[src/rtl/dds_pkg.sv]
// Shared types and default tuning words for the multi-channel DDS tone generator.
package dds_pkg;

    localparam int unsigned DEF_N = 8;

    localparam logic [31:0] DEF_K [DEF_N] = '{
        32'd0,      32'd561824, 32'd630651, 32'd707875,
        32'd749965, 32'd841792, 32'd944892, 32'd1060599
    };

    typedef enum logic [1:0] {
        WM_SQUARE = 2'd0,
        WM_SAW    = 2'd1,
        WM_TRI    = 2'd2,
        WM_OFF    = 2'd3
    } wave_mode_e;

    typedef enum logic {
        GL_IDLE  = 1'b0,
        GL_GLIDE = 1'b1
    } glide_state_e;

    // Entries past the built-in note set reset to silence.
    function automatic logic [31:0] def_k(input int unsigned idx);
        logic [2:0] sel;
        sel = idx[2:0];
        return (idx < DEF_N) ? DEF_K[sel] : 32'd0;
    endfunction

endpackage

[src/rtl/dds_channel.sv]
// One DDS voice: phase accumulator, portamento FSM and registered waveform outputs.
module dds_channel
    import dds_pkg::*;
#(
    parameter int unsigned ACC_W       = 32,
    parameter int unsigned OUT_W       = 8,
    parameter int unsigned GLIDE_SHIFT = 4
) (
    input  logic             clk,
    input  logic             rst,
    input  logic [ACC_W-1:0] target_k,
    input  logic             glide_en,
    input  logic [1:0]       wave_mode,
    input  logic             glide_tick,
    output logic             divide_clk,
    output logic [OUT_W-1:0] wave,
    output logic             wrap_pulse
);

    localparam logic [ACC_W:0] SNAP_LIM = (ACC_W+1)'(1) << GLIDE_SHIFT;

    glide_state_e            state_q, state_d;
    logic [ACC_W-1:0]        cur_k_q, cur_k_d;
    logic [ACC_W-1:0]        acc_q, acc_d, acc_sum;
    logic                    carry, kill, snap;
    logic signed [ACC_W:0]   diff, step;
    logic [ACC_W:0]          mag;
    logic [OUT_W-1:0]        wave_d;
    logic                    msb;

    // Note 0 silences the voice outright, bypassing any glide.
    assign kill = (target_k == '0);

    assign diff = $signed({1'b0, target_k}) - $signed({1'b0, cur_k_q});
    assign mag  = diff[ACC_W] ? $unsigned(-diff) : $unsigned(diff);
    assign snap = (mag < SNAP_LIM);
    assign step = diff >>> GLIDE_SHIFT;

    assign {carry, acc_sum} = {1'b0, acc_q} + {1'b0, cur_k_q};
    assign acc_d = kill ? '0 : acc_sum;
    assign msb   = acc_q[ACC_W-1];

    always_ff @(posedge clk) begin
        if (rst) begin
            state_q <= GL_IDLE;
            cur_k_q <= '0;
        end else begin
            state_q <= state_d;
            cur_k_q <= cur_k_d;
        end
    end

    always_comb begin
        state_d = state_q;
        case (state_q)
            GL_IDLE: begin
                if ((target_k != cur_k_q) && glide_en && !kill) state_d = GL_GLIDE;
            end
            GL_GLIDE: begin
                if (kill || !glide_en || (glide_tick && snap)) state_d = GL_IDLE;
            end
            default: state_d = GL_IDLE;
        endcase
    end

    always_comb begin
        cur_k_d = cur_k_q;
        if (kill) begin
            cur_k_d = '0;
        end else begin
            case (state_q)
                GL_IDLE: begin
                    if (!glide_en) cur_k_d = target_k;
                end
                GL_GLIDE: begin
                    if (!glide_en || (glide_tick && snap)) cur_k_d = target_k;
                    else if (glide_tick) cur_k_d = cur_k_q + ACC_W'(step);
                end
                default: cur_k_d = target_k;
            endcase
        end
    end

    always_comb begin
        wave_d = '0;
        case (wave_mode_e'(wave_mode))
            WM_SQUARE: wave_d = {OUT_W{msb}};
            WM_SAW:    wave_d = acc_q[ACC_W-1 -: OUT_W];
            WM_TRI:    wave_d = acc_q[ACC_W-2 -: OUT_W] ^ {OUT_W{msb}};
            default:   wave_d = '0;
        endcase
    end

    always_ff @(posedge clk) begin
        if (rst) begin
            acc_q      <= '0;
            divide_clk <= 1'b0;
            wave       <= '0;
            wrap_pulse <= 1'b0;
        end else begin
            acc_q      <= acc_d;
            divide_clk <= msb;
            wave       <= wave_d;
            wrap_pulse <= carry & ~kill;
        end
    end

endmodule

[src/rtl/dds_multi.sv]
// Multi-channel DDS top: shared runtime-writable tuning table, glide prescaler and NCH voices.
module dds_multi
    import dds_pkg::*;
#(
    parameter int unsigned ACC_W       = 32,
    parameter int unsigned NCH         = 2,
    parameter int unsigned NOTE_W      = 3,
    parameter int unsigned OUT_W       = 8,
    parameter int unsigned GLIDE_SHIFT = 4,
    parameter int unsigned GLIDE_DIV   = 1024
) (
    input  logic                  clk,
    input  logic                  rst,
    input  logic [NCH*NOTE_W-1:0] note_bin,
    input  logic [NCH-1:0]        glide_en,
    input  logic [NCH*2-1:0]      wave_mode,
    input  logic                  tbl_we,
    input  logic [NOTE_W-1:0]     tbl_addr,
    input  logic [ACC_W-1:0]      tbl_data,
    output logic [NCH-1:0]        divide_clk,
    output logic [NCH*OUT_W-1:0]  wave,
    output logic [NCH-1:0]        wrap_pulse
);

    localparam int unsigned DEPTH = 2 ** NOTE_W;
    localparam int unsigned PW    = (GLIDE_DIV > 1) ? $clog2(GLIDE_DIV) : 1;

    logic [ACC_W-1:0] tbl_q [DEPTH];
    logic [PW-1:0]    presc_q;
    logic             glide_tick;

    // Reads see the pre-write contents; a write lands on the edge.
    always_ff @(posedge clk) begin
        if (rst) begin
            for (int unsigned i = 0; i < DEPTH; i++) begin
                tbl_q[i] <= ACC_W'(def_k(i));
            end
        end else if (tbl_we) begin
            tbl_q[tbl_addr] <= tbl_data;
        end
    end

    assign glide_tick = (presc_q == PW'(GLIDE_DIV - 1));

    always_ff @(posedge clk) begin
        if (rst || glide_tick) presc_q <= '0;
        else                   presc_q <= presc_q + 1'b1;
    end

    for (genvar c = 0; c < NCH; c++) begin : g_ch
        logic [ACC_W-1:0] target_k;

        assign target_k = tbl_q[note_bin[c*NOTE_W +: NOTE_W]];

        dds_channel #(
            .ACC_W      (ACC_W),
            .OUT_W      (OUT_W),
            .GLIDE_SHIFT(GLIDE_SHIFT)
        ) u_ch (
            .clk       (clk),
            .rst       (rst),
            .target_k  (target_k),
            .glide_en  (glide_en[c]),
            .wave_mode (wave_mode[c*2 +: 2]),
            .glide_tick(glide_tick),
            .divide_clk(divide_clk[c]),
            .wave      (wave[c*OUT_W +: OUT_W]),
            .wrap_pulse(wrap_pulse[c])
        );
    end

endmodule

[config.mk]
export PLATFORM = sky130hd
export DESIGN_NAME = dds_multi
export DESIGN_NICKNAME = d
export VERILOG_FILES = /design/src/rtl/dds_pkg.sv /design/src/rtl/dds_channel.sv /design/src/rtl/dds_multi.sv
export SDC_FILE = /design/constraint.sdc
export NUM_CORES = 1
export LEC_CHECK = 0
export ABC_AREA = 0
export CORE_AREA = 5 5 235 237
export CTS_BUF_LIST = sky130_fd_sc_hd__clkbuf_8
export DETAILED_ROUTE_END_ITERATION = 8
export DIE_AREA = 0 0 240 242
export PLACE_DENSITY = 0.77
export SKIP_LAST_GASP = 1
export SYNTH_ARGS = -nofsm -noshare
export SYNTH_HDL_FRONTEND = slang
export SYNTH_SLANG_ARGS = --single-unit
[constraint.sdc]
create_clock -name clk -period 10.6 [get_ports clk]
set_clock_uncertainty 0.15 [all_clocks]
set_input_delay 2.12 -clock clk [delete_from_list [all_inputs] [get_ports clk]]
set_output_delay 2.12 -clock clk [all_outputs]
set_load 0.03 [all_outputs]
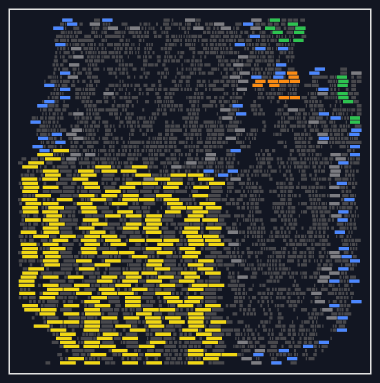
**Above:** run 1 (sequential cells colored by netlist name).
(1.5 px per micron) Other sequential cells in the stronger gray, the rest of the logic in the fainter gray.
| color | name in the netlist | sequential cells |
|---|---|---|
| orange | presc_q | 10 |
| green | g_ch.u_ch.wave | 16 |
| blue | g_ch.u_ch.acc_q | 64 |
| yellow | tbl_q | 256 |
not colored: 70
Reg area: 10900 sq um
final core occ: 64.4%

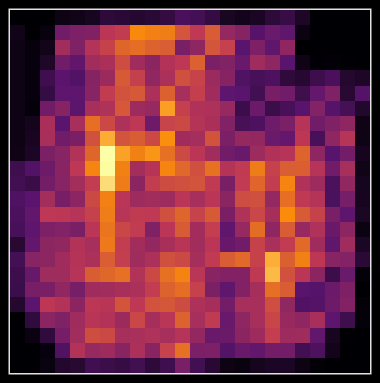
**Above:** run 1 (signal metal coverage by tile).
(1.5 px per micron) The die is cut into 24 by 24 equal tiles; black is low, pale yellow is high, scaled to the fullest tile. Values are wire area over tile area, all layers added.
tiles over half the peak: 25%
mean over tiles: 0.28
densest ninth of the die: center
emptiest ninth of the die: north-east
Post-Route WL: 95900 microns
total track usage: 32.0%
via count: 27100

==> impl_metrics.csv, run 1 <==
group,metric,value,unit
run_status,status,"complete, no violations",
cts,cts_tree,"built",
sta,hold_violations,0,
cts,hold_buffers,0,
synthesis,ys.flop_type,"edfxtp_1",
critical_path,cp_max_fo,34,
grt,antenna_found_initial,2,
sta,tightest_slew,1.21,ns
layout,nClkBuffers,81,
worst_hold_path,hold_class,"flip-flop to flip-flop",
critical_path,crit_path_end_kind,"flip-flop",
detailed_routing,drtAntennaViolNets,0,
cts,postCtsResizedCells,0,
synthesis,fp_nets,3468,
detailed_routing,dr.pass1.iters,5,
synthesis,syn_inst,3221,
synthesis,xor_area_share,3.85,%
synthesis,aoi_share,17.1,%
floorplanning,tapCellCount,696,
cts,cts.sinks,416,
layout,seq_share,31.8,%
synthesis,synth_cell_types,105,
synthesis,area_leaders,"edfxtp_1 (25%), dfxtp_1 (10%), mux4_2 (9.2%)",
floorplanning,die-area,58100,sq um
grt,busiest_layer,"met2",
cts,cts_setup_buffers,0,
pwr,p_leak,13.1,nW
detailed_routing,drc,0,
run,warnings,26,
floorplanning,fp-row-count,85,
cts,root_buffer,"clkbuf_8",
layout,n_fill_cell,4128,
layout,final_cell_mix,"nor2_1 (264), edfxtp_1 (256), and2_1 (217)",
layout,reg.largest.list,"tbl_q x256, g_ch.u_ch.acc_q x64, g_ch.u_ch.cur_k_q x64",
grt,grt.met3_usage,7.01,%
layout,layout.area.top_class,"multi-input combinational cells",
critical_path,path_cells,"buf_4 > buf_4 > mux4_2 > mux2_2 > ha_1 > nand2_1 > nor3_1 > and3_1 > nand4_1 > nand2_1 > buf_4 > inv_1 > a2111oi_0 > o21ai_0 > nor4_1 > o2111ai_1 > nor4_1 > a21oi_2 > mux2i_1 > a211oi_1",
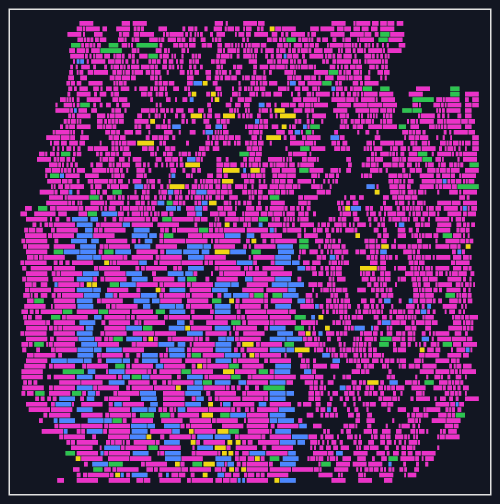
**Above:** run 1 (cell sizes after repair).
(2 px per micron)
| color | size | cells | share | most used |
|---|---|---|---|---|
| blue | drive 2 | 258 | 7.8% | mux4_2 |
| yellow | drive 3 to 4 | 66 | 2.0% | buf_4 |
| magenta | drive 1 or less | 2878 | 87% | nor2_1 |
| green | drive 6 and up | 94 | 2.9% | clkbuf_8 |
setup slack after layout: 1.48 ns
Non-CTS buffers: 112
Layout area overhead: 9.02%
design area: 34200 sq um

[run 1: power breakdown]
group          leakage, nW  switching [mW]  total [mW]  internal, mW
Clock                0.862           0.718        1.57         0.857
Combinational         8.42            1.88        3.06          1.18
Sequential            3.81           0.113        1.99          1.88
[run 1: final timing paths]
path | cells past startpoint | to | start
setup / recovery | 20 | g_ch[1].u_ch.cur_k_q[28] | note_bin[3]
hold / removal | 1 | presc_q[0] | presc_q[0]
setup reg to reg | 20 | g_ch[1].u_ch.cur_k_q[28] | tbl_q[6][2]
hold reg to reg | 1 | presc_q[0] | presc_q[0]
[run 1: worst register-to-register path, stage by stage (launching register included)]
cell,delay [ns]
edfxtp_1,0.41
mux4_2,0.47
mux2i_1,0.46
inv_1,0.13
ha_1,0.48
nor2b_4,0.24
o21ai_1,0.12
a21o_2,0.26
o211ai_4,0.31
nand4_1,0.23
nand2_1,0.12
buf_4,0.25
inv_1,0.31
a2111oi_0,1.10
o21ai_0,0.17
nor4_1,0.31
o2111ai_1,0.17
nor4_1,0.55
a21oi_2,0.43
mux2i_1,0.21
a211oi_1,0.30
[run 1: per-stage QoR]
stage	instances	power (mW)	worst slack [ns]	hold WS, ns	area (sq um)
after global routing	3993	6.98	1.12	0.370	34200
final	3994	6.62	1.48	0.322	34200
after detailed placement	3861	4.98	1.07	0.314	32700
after CTS	3992	6.56	1.74	0.323	34200
after global placement	3861	4.89	1.18	0.292	32700
after floorplan	3221	4.22	1.88	0.280	31400
[run 1: cells in the mapped netlist, types with 93 or more instances]
cell and instances:
clkbuf_1 127, edfxtp_1 256, dfxtp_1 160, a21oi_1 174, ha_1 191, nand2_1 164
or3_1 93, mux4_2 128, inv_1 142, nor2_1 266, and2_1 217, o21ai_0 146
==> inputs of run 2 (changes only) <==
ABC_CLOCK_PERIOD_IN_PS = 10600   (was default)
==> impl_metrics.csv, run 2 <==
group,metric,value,unit
synthesis,ys_cells,3221,
detailed_routing,drc,0,
critical_path,cp_max_fo,34,
synthesis,area_leaders,"edfxtp_1 (25%), dfxtp_1 (10%), mux4_2 (9.2%)",
floorplanning,initCoreUtil,59.1,%
layout,final_cell_mix,"nor2_1 (264), edfxtp_1 (256), and2_1 (217)",
synthesis,fp_nets,3468,
critical_path,path_cells,"buf_4 > buf_4 > mux4_2 > mux2_2 > ha_1 > nand2_1 > nor3_1 > and3_1 > nand4_1 > nand2_1 > buf_4 > inv_1 > a2111oi_0 > o21ai_0 > nor4_1 > o2111ai_1 > nor4_1 > a21oi_2 > mux2i_1 > a211oi_1",
synthesis,yosysWarnings,0,
critical_path,startpoint_type,"input pin",
pwr,p_leak,13.1,nW
cts,numCtsBuffers,74,
layout,reg.largest.list,"tbl_q x256, g_ch.u_ch.acc_q x64, g_ch.u_ch.cur_k_q x64",
critical_path,crit_slowest_cell,"a2111oi_0",
layout,fin_cells,3994,
placed_design,place_area,32700,sq um
worst_hold_path,hold_class,"flip-flop to flip-flop",
sta,finalWorstSetupSlack,1.48,ns
synthesis,netlist_top_cells_count,"nor2_1 (266), edfxtp_1 (256), and2_1 (217)",
critical_path,crit_path_end_kind,"flip-flop",
layout,design_area,34200,sq um
pwr,power,6.62,mW
detailed_routing,wl,95900,microns
sta,tightest_slew,1.21,ns
sta,finalCritPeriodShare,86.0,%
layout,final_core_util,64.4,%
pwr,peakVddDrop,108,uV
floorplanning,fp-row-count,85,
placed_design,place_ws,1.07,ns
synthesis,syn_inst,3221,
cts,cts_setup_buffers,0,
grt,antenna_found_initial,2,
grt,grtUsageTotal,32.0,%
layout,lay_top_count,"nor2_1",
cts,hold_buffers,0,
detailed_routing,num_vias,27100,
synthesis,synth_cell_types,105,
cts,cts.sinks,416,
sta,holdWs,0.322,ns
run_status,status,"complete, no violations",
cts,cts_tree,"built",
synthesis,synth_dominant_cell_count,"nor2_1",
detailed_routing,drtAntennaViolNets,0,
floorplanning,die-area,58100,sq um
layout,area_growth,9.02,%
cts,root_buffer,"clkbuf_8",
cts,postCtsResizedCells,0,
placed_design,dp.cells,3861,
synthesis,ys.flop_type,"edfxtp_1",
[run 2: cell counts after synthesis]
Identical to the previous run, type by type.
[run 2: layout make-up]
type / instances / area, sq um
fillers: 4128 / 18900
inverters: 145 / 544
well taps: 696 / 871
clock inverters: 50 / 399
repair buffers: 112 / 1010
diodes: 2 / 5.00
flip-flops and latches: 416 / 10900
multi-input cells: 2492 / 19400
clock buffers: 81 / 1110
[run 2: worst paths after layout]
check,start,to,slack [ns],cells past startpoint
max,note_bin[3],g_ch[1].u_ch.cur_k_q[28],1.48,20
min,presc_q[0],presc_q[0],0.32,1
max reg2reg,tbl_q[6][2],g_ch[1].u_ch.cur_k_q[28],3.31,20
min reg2reg,presc_q[0],presc_q[0],0.32,1
[run 2: worst max-delay path: cells and delay by family]
| kind | cells | cell delay (ns) |
|---|---|---|
| and+or+nand+nor | 7 | 1.96 |
| AOI/OAI and AO/OA | 5 | 2.17 |
| adders and majority gates | 1 | 0.52 |
| buffers and inverters | 4 | 1.58 |
| muxes | 3 | 1.13 |
[run 2: logic make-up after synthesis]
kind of cell,share of synthesized area [%]
AND/OR/NAND/NOR,19.4
AND-OR/OR-AND,17.1
XOR/XNOR,3.85
adder cells (fa/ha/maj),8.00
flip-flops,34.7
buffers and inverters,3.93
multiplexers,12.9
[run 2: per-layer routing]
metal / vias up / track usage [%] / share of wire, %
met5: - / 0 / 0
met4: 0 / 13.5 / 4.6
met3: 271 / 7.01 / 11
met2: 1495 / 51.8 / 47
met1: 13000 / 41.6 / 38
li1: 12300 / - / -
[run 2: power breakdown]
group / total, mW / switching [mW] / internal (mW)
Clock: 1.57 / 0.718 / 0.857
Combinational: 3.06 / 1.88 / 1.18
Sequential: 1.99 / 0.113 / 1.88
Total: 6.62 / 2.71 / 3.92
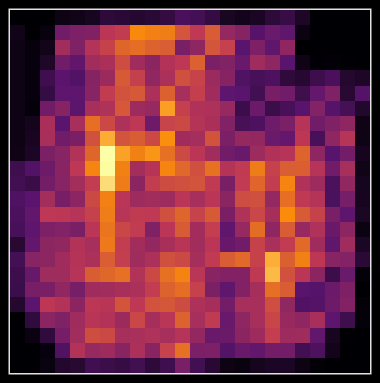
**Above:** run 2 (signal metal coverage by tile).
(1.5 px per micron) The die is cut into 24 by 24 equal tiles; black is low, pale yellow is high, scaled to the fullest tile. Values are wire area over tile area, all layers added.
fullest tile: 0.79
emptiest ninth of the die: north-east
mean over tiles: 0.28
tiles over half the peak: 25%
wire length per cell: 24.0 microns

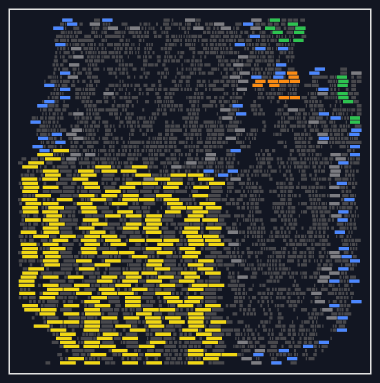
**Above:** run 2 (sequential cells colored by netlist name).
(1.5 px per micron) Other sequential cells in the stronger gray, the rest of the logic in the fainter gray.
| color | name in the netlist | sequential cells |
|---|---|---|
| green | g_ch.u_ch.wave | 16 |
| yellow | tbl_q | 256 |
| blue | g_ch.u_ch.acc_q | 64 |
| orange | presc_q | 10 |
P_seq: 1.99 mW
Seq area share: 31.8%

Power is estimated from default activity; no workload was simulated.
